[src/rtl/ifetch_pkg.sv]
// ifetch_pkg: shared types and defaults for the instruction-fetch sequencer
package ifetch_pkg;
  localparam int MEM_LAT = 3;
  localparam int IMSZLOG2 = 14;
  localparam int INSTRW = 32;
  typedef enum logic [1:0] {IDLE, FETCH, STOP, HALTED} fetch_state_e;
  typedef struct packed {
    logic valid;
    logic kill;
    logic [IMSZLOG2-1:0] pc;
  } shadow_t;
endpackage

[src/rtl/ifetch_if.sv]
// ifetch_if: ROM read bus and decode-side valid/ready handshake
interface ifetch_if #(parameter int IMSZLOG2 = 14, parameter int INSTRW = 32);
  logic [IMSZLOG2-1:0] mem_addr;
  logic mem_ren;
  logic mem_halt;
  logic [INSTRW-1:0] mem_im;
  logic mem_ins_valid;
  logic [INSTRW-1:0] ins_o;
  logic [IMSZLOG2-1:0] ins_pc_o;
  logic ins_valid_o;
  logic ins_ready_i;
  modport master (
    output mem_addr, mem_ren, mem_halt, ins_o, ins_pc_o, ins_valid_o,
    input mem_im, mem_ins_valid, ins_ready_i
  );
  modport slave (
    input mem_addr, mem_ren, mem_halt, ins_o, ins_pc_o, ins_valid_o,
    output mem_im, mem_ins_valid, ins_ready_i
  );
endinterface

[src/rtl/ifetch_fifo.sv]
// ifetch_fifo: synchronous FIFO with registered storage, flush and occupancy count
module ifetch_fifo #(
  parameter int W = 46,
  parameter int DEPTH = 4
) (
  input  logic clk,
  input  logic rst_n,
  input  logic flush,
  input  logic push,
  input  logic [W-1:0] din,
  input  logic pop,
  output logic [W-1:0] dout,
  output logic [$clog2(DEPTH):0] count,
  output logic empty,
  output logic full
);
  localparam int AW = $clog2(DEPTH);
  localparam int CW = AW + 1;
  logic [W-1:0] mem_q [DEPTH];
  logic [AW-1:0] rd_q, wr_q;
  logic [CW-1:0] count_q;
  logic do_push, do_pop;
  assign count = count_q;
  assign empty = count_q == '0;
  assign full = count_q == CW'(DEPTH);
  assign do_pop = pop & ~empty;
  assign do_push = push & (~full | do_pop);
  assign dout = mem_q[rd_q];
  always_ff @(posedge clk or negedge rst_n)
    if (!rst_n) begin
      rd_q <= '0;
      wr_q <= '0;
      count_q <= '0;
      for (int i = 0; i < DEPTH; i++) mem_q[i] <= '0;
    end else if (flush) begin
      rd_q <= '0;
      wr_q <= '0;
      count_q <= '0;
    end else begin
      if (do_push) begin
        mem_q[wr_q] <= din;
        wr_q <= wr_q + AW'(1);
      end
      if (do_pop) rd_q <= rd_q + AW'(1);
      count_q <= count_q + CW'(do_push) - CW'(do_pop);
    end
endmodule

[src/rtl/ifetch_ctrl.sv]
// ifetch_ctrl: PC sequencer issuing credit-limited ROM reads into a decode FIFO
module ifetch_ctrl #(
  parameter int IMSZLOG2 = ifetch_pkg::IMSZLOG2,
  parameter int INSTRW = ifetch_pkg::INSTRW,
  parameter int FIFO_DEPTH = 4,
  parameter int MEM_LAT = ifetch_pkg::MEM_LAT
) (
  input  logic clk,
  input  logic rst_n,
  input  logic start,
  input  logic [IMSZLOG2-1:0] start_pc,
  input  logic [IMSZLOG2-1:0] end_pc,
  input  logic halt,
  input  logic redir_valid,
  input  logic [IMSZLOG2-1:0] redir_pc,
  ifetch_if.master bus,
  output logic busy,
  output logic done
);
  import ifetch_pkg::*;
  fetch_state_e state_q, state_d;
  logic [IMSZLOG2-1:0] pc_q, pc_d, endr_q, endr_d, addr_q;
  logic ren_q, mhalt_q, issue, kill, clr, push, pop, empty, full;
  logic [$clog2(FIFO_DEPTH):0] count;
  logic [INSTRW+IMSZLOG2-1:0] head;
  shadow_t [MEM_LAT-1:0] sh_q;
  int inflight;
  assign bus.mem_addr = addr_q;
  assign bus.mem_ren = ren_q;
  assign bus.mem_halt = mhalt_q;
  assign bus.ins_valid_o = ~empty;
  assign {bus.ins_o, bus.ins_pc_o} = head;
  assign busy = state_q inside {FETCH, STOP};
  assign pop = bus.ins_valid_o & bus.ins_ready_i;
  assign push = bus.mem_ins_valid & sh_q[MEM_LAT-1].valid & ~sh_q[MEM_LAT-1].kill;
  // the read sitting in mem_ren holds a credit too, one cycle before it enters the shadow pipe
  always_comb begin
    inflight = int'(ren_q);
    for (int i = 0; i < MEM_LAT; i++) inflight = inflight + int'(sh_q[i].valid & ~sh_q[i].kill);
  end
  always_comb begin
    state_d = state_q;
    pc_d = pc_q;
    endr_d = endr_q;
    issue = 1'b0;
    kill = 1'b0;
    clr = 1'b0;
    done = 1'b0;
    if (halt) begin
      state_d = HALTED;
      clr = 1'b1;
    end else if (state_q inside {IDLE, HALTED}) begin
      if (start) begin
        state_d = FETCH;
        pc_d = start_pc;
        endr_d = end_pc;
        clr = 1'b1;
      end
    end else if (redir_valid) begin
      state_d = FETCH;
      pc_d = redir_pc;
      kill = 1'b1;
    end else if (state_q == FETCH) begin
      issue = (int'(count) - int'(pop) + inflight) < FIFO_DEPTH;
      pc_d = issue ? pc_q + IMSZLOG2'(1) : pc_q;
      state_d = (issue && pc_q == endr_q) ? STOP : FETCH;
    end else if (inflight == 0 && empty) begin
      done = 1'b1;
      state_d = IDLE;
    end
  end
  always_ff @(posedge clk or negedge rst_n)
    if (!rst_n) begin
      state_q <= IDLE;
      pc_q <= '0;
      endr_q <= '0;
      addr_q <= '0;
      ren_q <= 1'b0;
      mhalt_q <= 1'b0;
      sh_q <= '0;
    end else begin
      state_q <= state_d;
      pc_q <= pc_d;
      endr_q <= endr_d;
      ren_q <= issue;
      mhalt_q <= halt;
      if (issue) addr_q <= pc_q;
      sh_q[0] <= clr ? '0 : shadow_t'{ren_q, kill, addr_q};
      for (int i = 1; i < MEM_LAT; i++)
        sh_q[i] <= clr ? '0 : shadow_t'{sh_q[i-1].valid, sh_q[i-1].kill | kill, sh_q[i-1].pc};
    end
  // the cycle after a halt the ROM has not yet seen mem_halt, so its last stage may still be valid
  always_ff @(posedge clk)
    if (rst_n && !mhalt_q) begin
      assert (bus.mem_ins_valid == sh_q[MEM_LAT-1].valid);
      assert (!(push && full && !pop));
    end
  ifetch_fifo #(.W(INSTRW + IMSZLOG2), .DEPTH(FIFO_DEPTH)) u_fifo (
    .clk(clk),
    .rst_n(rst_n),
    .flush(clr | kill),
    .push(push),
    .din({bus.mem_im, sh_q[MEM_LAT-1].pc}),
    .pop(pop),
    .dout(head),
    .count(count),
    .empty(empty),
    .full(full)
  );
endmodule

[src/flat_wrapper.sv]
// flat-port wrapper written by rule: the top's interface ports become plain ports
module ifetch_ctrl_flat import ifetch_pkg::*;
#(
  parameter int IMSZLOG2 = ifetch_pkg::IMSZLOG2,
  parameter int INSTRW = ifetch_pkg::INSTRW,
  parameter int FIFO_DEPTH = 4,
  parameter int MEM_LAT = ifetch_pkg::MEM_LAT
)
  (clk, rst_n, start, start_pc, end_pc, halt, redir_valid, redir_pc, busy, done, bus_mem_addr, bus_mem_ren, bus_mem_halt, bus_ins_o, bus_ins_pc_o, bus_ins_valid_o, bus_mem_im, bus_mem_ins_valid, bus_ins_ready_i);
  ifetch_if #(.IMSZLOG2(IMSZLOG2), .INSTRW(INSTRW)) bus_i ();
  input  logic clk;
  input  logic rst_n;
  input  logic start;
  input  logic [IMSZLOG2-1:0] start_pc;
  input  logic [IMSZLOG2-1:0] end_pc;
  input  logic halt;
  input  logic redir_valid;
  input  logic [IMSZLOG2-1:0] redir_pc;
  output logic busy;
  output logic done;
  output wire logic [$bits(bus_i.mem_addr)-1:0] bus_mem_addr;
  output wire logic [$bits(bus_i.mem_ren)-1:0] bus_mem_ren;
  output wire logic [$bits(bus_i.mem_halt)-1:0] bus_mem_halt;
  output wire logic [$bits(bus_i.ins_o)-1:0] bus_ins_o;
  output wire logic [$bits(bus_i.ins_pc_o)-1:0] bus_ins_pc_o;
  output wire logic [$bits(bus_i.ins_valid_o)-1:0] bus_ins_valid_o;
  input wire logic [$bits(bus_i.mem_im)-1:0] bus_mem_im;
  input wire logic [$bits(bus_i.mem_ins_valid)-1:0] bus_mem_ins_valid;
  input wire logic [$bits(bus_i.ins_ready_i)-1:0] bus_ins_ready_i;
  assign bus_mem_addr = bus_i.mem_addr;
  assign bus_mem_ren = bus_i.mem_ren;
  assign bus_mem_halt = bus_i.mem_halt;
  assign bus_ins_o = bus_i.ins_o;
  assign bus_ins_pc_o = bus_i.ins_pc_o;
  assign bus_ins_valid_o = bus_i.ins_valid_o;
  assign bus_i.mem_im = bus_mem_im;
  assign bus_i.mem_ins_valid = bus_mem_ins_valid;
  assign bus_i.ins_ready_i = bus_ins_ready_i;
  ifetch_ctrl #(.IMSZLOG2(IMSZLOG2), .INSTRW(INSTRW), .FIFO_DEPTH(FIFO_DEPTH), .MEM_LAT(MEM_LAT)) u_core (.clk(clk), .rst_n(rst_n), .start(start), .start_pc(start_pc), .end_pc(end_pc), .halt(halt), .redir_valid(redir_valid), .redir_pc(redir_pc), .bus(bus_i), .busy(busy), .done(done));
endmodule
[config.mk]
export PLATFORM = sky130hd
export DESIGN_NAME = ifetch_ctrl_flat
export DESIGN_NICKNAME = d
export VERILOG_FILES = /design/src/rtl/ifetch_pkg.sv /design/src/rtl/ifetch_if.sv /design/src/rtl/ifetch_fifo.sv /design/src/rtl/ifetch_ctrl.sv /design/src/flat_wrapper.sv
export SDC_FILE = /design/constraint.sdc
export NUM_CORES = 1
export LEC_CHECK = 0
export ABC_AREA = 1
export CORE_ASPECT_RATIO = 2
export CORE_MARGIN = 3
export CORE_UTILIZATION = 53
export CTS_BUF_LIST = sky130_fd_sc_hd__clkbuf_4 sky130_fd_sc_hd__clkbuf_8
export DETAILED_ROUTE_END_ITERATION = 10
export HOLD_SLACK_MARGIN = 0.06
export PLACE_DENSITY = 0.77
export SETUP_SLACK_MARGIN = 0.05
export SLEW_MARGIN = 20
export SYNTH_ARGS = -nofsm -noshare
export SYNTH_HDL_FRONTEND = slang
export SYNTH_SLANG_ARGS = --single-unit
[constraint.sdc]
create_clock -name clk -period 3.3 [get_ports clk]
set_clock_uncertainty 0.2 [all_clocks]
set_input_delay 0.495 -clock clk [delete_from_list [all_inputs] [get_ports clk]]
set_output_delay 0.495 -clock clk [all_outputs]
set_load 0.05 [all_outputs]
**Cell classes on the final placement**

Fill, decap, tap and diode cells in gray.
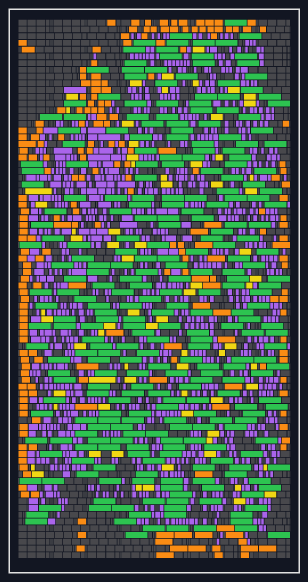
| color | class | cells | share of their area |
|---|---|---|---|
| yellow | clock drivers and dummy loads | 72 | 5.5% |
| purple | all other logic | 1087 | 34% |
| orange | other buffers and delay cells | 217 | 15% |
| green | flops | 285 | 45% |

**Port wiring**

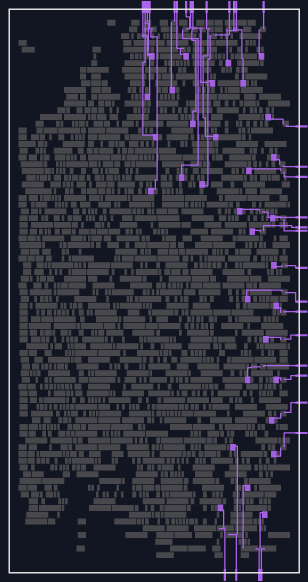
| color | port | bits | direction | end cells | buffers | wire |
|---|---|---|---|---|---|---|
| purple | bus_ins_o | 32 | output | 32 | 32 | 1020 µm |

**M2 wires**

Cells faint in the background.
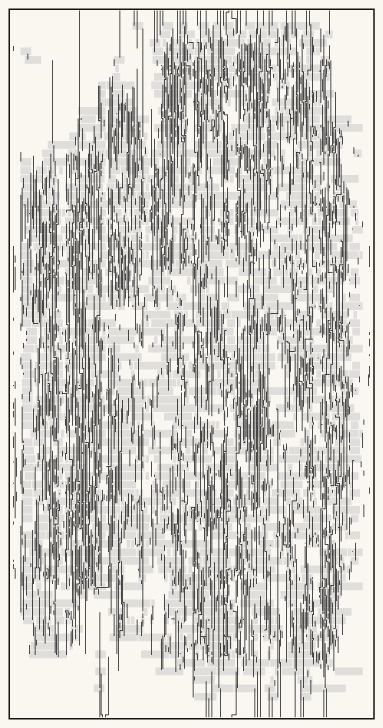
longest straight run: 73.8 µm
nets with wire on the layer: 1398
main direction: vertical

**Cell placement**

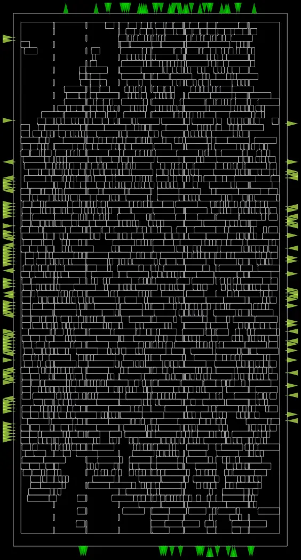
register fraction of the total cell area: 44.36%
fill count: 1898
Cell Count, Final, Fillers Out: 1948
post-layout util: 67.22%

**Signal wires on met3**

Bar = 20 µm.
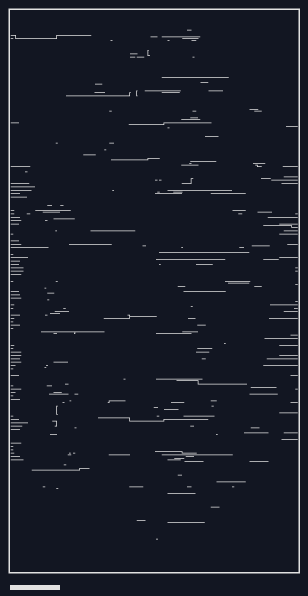
wire length on this layer: 1410 µm
main direction: horizontal
nets with wire on the layer: 168

==> flow_summary.json <==
{
  "status": "finished, violations left",
  "violations": "negative setup slack",
  "cts_tree": "done",
  "routedWlPerCell_um": 15.79,
  "hold_start": "u_core.sh_q[20]",
  "power.density_nw_per_um2": 538.1,
  "wirelength_um": 30760,
  "drc_errors": 0,
  "setup_viol": 32,
  "log.warning_count": 34,
  "cts-root-buf": "clkbuf_8",
  "port_buffers": 145,
  "fp_util_pct": 54.00,
  "layout_setup_ws_ps": -331.7,
  "finish.instance_area_um2": 16080,
  "ios": 146,
  "clk-insertion-delay-late_ps": 550,
  "critPathMaxFanout": 6,
  "syn_area_per_cell_um2": 8.861,
  "mux_area_share_pct": 0.9588,
  "maxSlewViolCount": 0,
  "diodes": 0,
  "crit_path_end_kind": "register",
  "post_dp_cell_area_um2": 14790,
  "critPathKind": "register to register",
  "ys_ff": 285,
  "drt_first_pass_iters": 7,
  "arrival_ps": 3880,
  "synthesis.nets": 1562,
  "hpwl_um": 19530,
  "fmax_mhz": 275.4,
  "fin_nets": 1736,
  "syn2layout_area_growth_pct": 24.48,
  "layout_top_cell": "dfrtp_1",
  "yosysSeqAreaShare_pct": 55.21,
  "compound_area_share_pct": 15.66,
  "die_x_um": 116.4,
  "yosys_cells": 1458
}
## per-stage QoR
step           cells  setup TNS (ps)  total power [mW]  util [%]  hold WS (ps)
2_1_floorplan   1458           -2546             5.053         -       -0.5910
5_1_grt         1948          -12960             9.085     67.22         280.9
3_5_place_dp    1847          -12330             5.677     61.83         259.3
4_1_cts         1946           -5626             8.654     66.54         266.3
3_3_place_gp    1847           -9228             5.625     61.83         249.4
6_report        1948           -8296             8.654     67.22         265.8
## layer usage
metal,GRT usage [%],vias up,part of all wire [%]
met3,3.713,98,4.6
met4,11.58,0,4.6
li1,-,5084,-
met5,0,-,0
met2,43.45,339,54
met1,27.25,5011,37
## sequential cells by signal (all words and copies together), names as in the netlist
signal and count:
u_core.sh_q 48, u_core.pc_q 14, u_core.bus.mem_addr 14, u_core.u_fifo.rd_q 2, u_core.u_fifo.wr_q 2, u_core.bus.mem_ren 1
u_core.u_fifo.mem_q 184, u_core.bus.mem_halt 1, u_core.u_fifo.count 3, u_core.endr_q 14, u_core.state_q 2
## layout make-up
class                           instances  area, µm²  share of cell area [%]
Clock buffer                           59      737.0                   4.583
Clock inverter                         13      125.1                  0.7780
Inverter                              141      531.8                   3.307
Multi-Input combinational cell        946       4860                   30.22
Sequential cell                       285       7134                   44.36
Tap cell                              287      359.1                   2.233
Timing Repair Buffer                  217       2335                   14.52
## power breakdown
| group | internal, mW | switching (mW) |
|---|---|---|
| combinational | 0.650 | 0.997 |
| sequential | 3.79 | 0.294 |
| clock | 1.61 | 1.32 |
## Yosys cell counts
cell      instances
dfrtp_1         285
nand2_1         284
nor2_1          182
o21ai_1         167
inv_1           137
o21ai_0         136
o22ai_1          46
clkbuf_1         41
buf_6            36
nand3_1          24
ha_1             21
a21oi_1          15
xor2_1           13
mux2_2           11
nor3_1            8
a22o_1            7
xnor2_1           7
nand2_2           5
o21ai_2           5
buf_4             4
inv_2             4
buf_1             3
a221oi_1          2
buf_2             2
fa_1              2
nand3b_1          2
nand4_1           2
o211ai_1          2
a31oi_1           1
nor2_4            1
nor2_8            1
nor3_4            1
nor4_1            1
## worst max-delay path, cell delays in order, from the launching register on
cell	delay [ps]
dfrtp_1	370
inv_2	60
nor2_2	40
fa_1	510
ha_4	190
ha_4	250
ha_4	260
nand3_2	60
nand2_2	80
nand2_2	70
inv_4	80
o21ai_1	70
ha_1	290
nand2_1	50
nor2_1	80
nand2_1	60
nor2_1	100
nand3_1	130
nand2_2	130
nand2_4	110
clkbuf_16	200
nand2_2	50
o21ai_1	60
## what timing repair did
| item | 4_1_cts | 5_1_grt |
|---|---|---|
| gates cloned | 0 | 3 |
| endpoints found under the setup margin | 32 | 33 |
| gates resized | 20 | 36 |
| hold buffers | 1 | 0 |
| pin swaps | 6 | 17 |
| endpoints found under the hold margin | 68 | 0 |
| setup buffers | 26 | 3 |
No activity file was given, so power comes from the tool's default toggle rates.
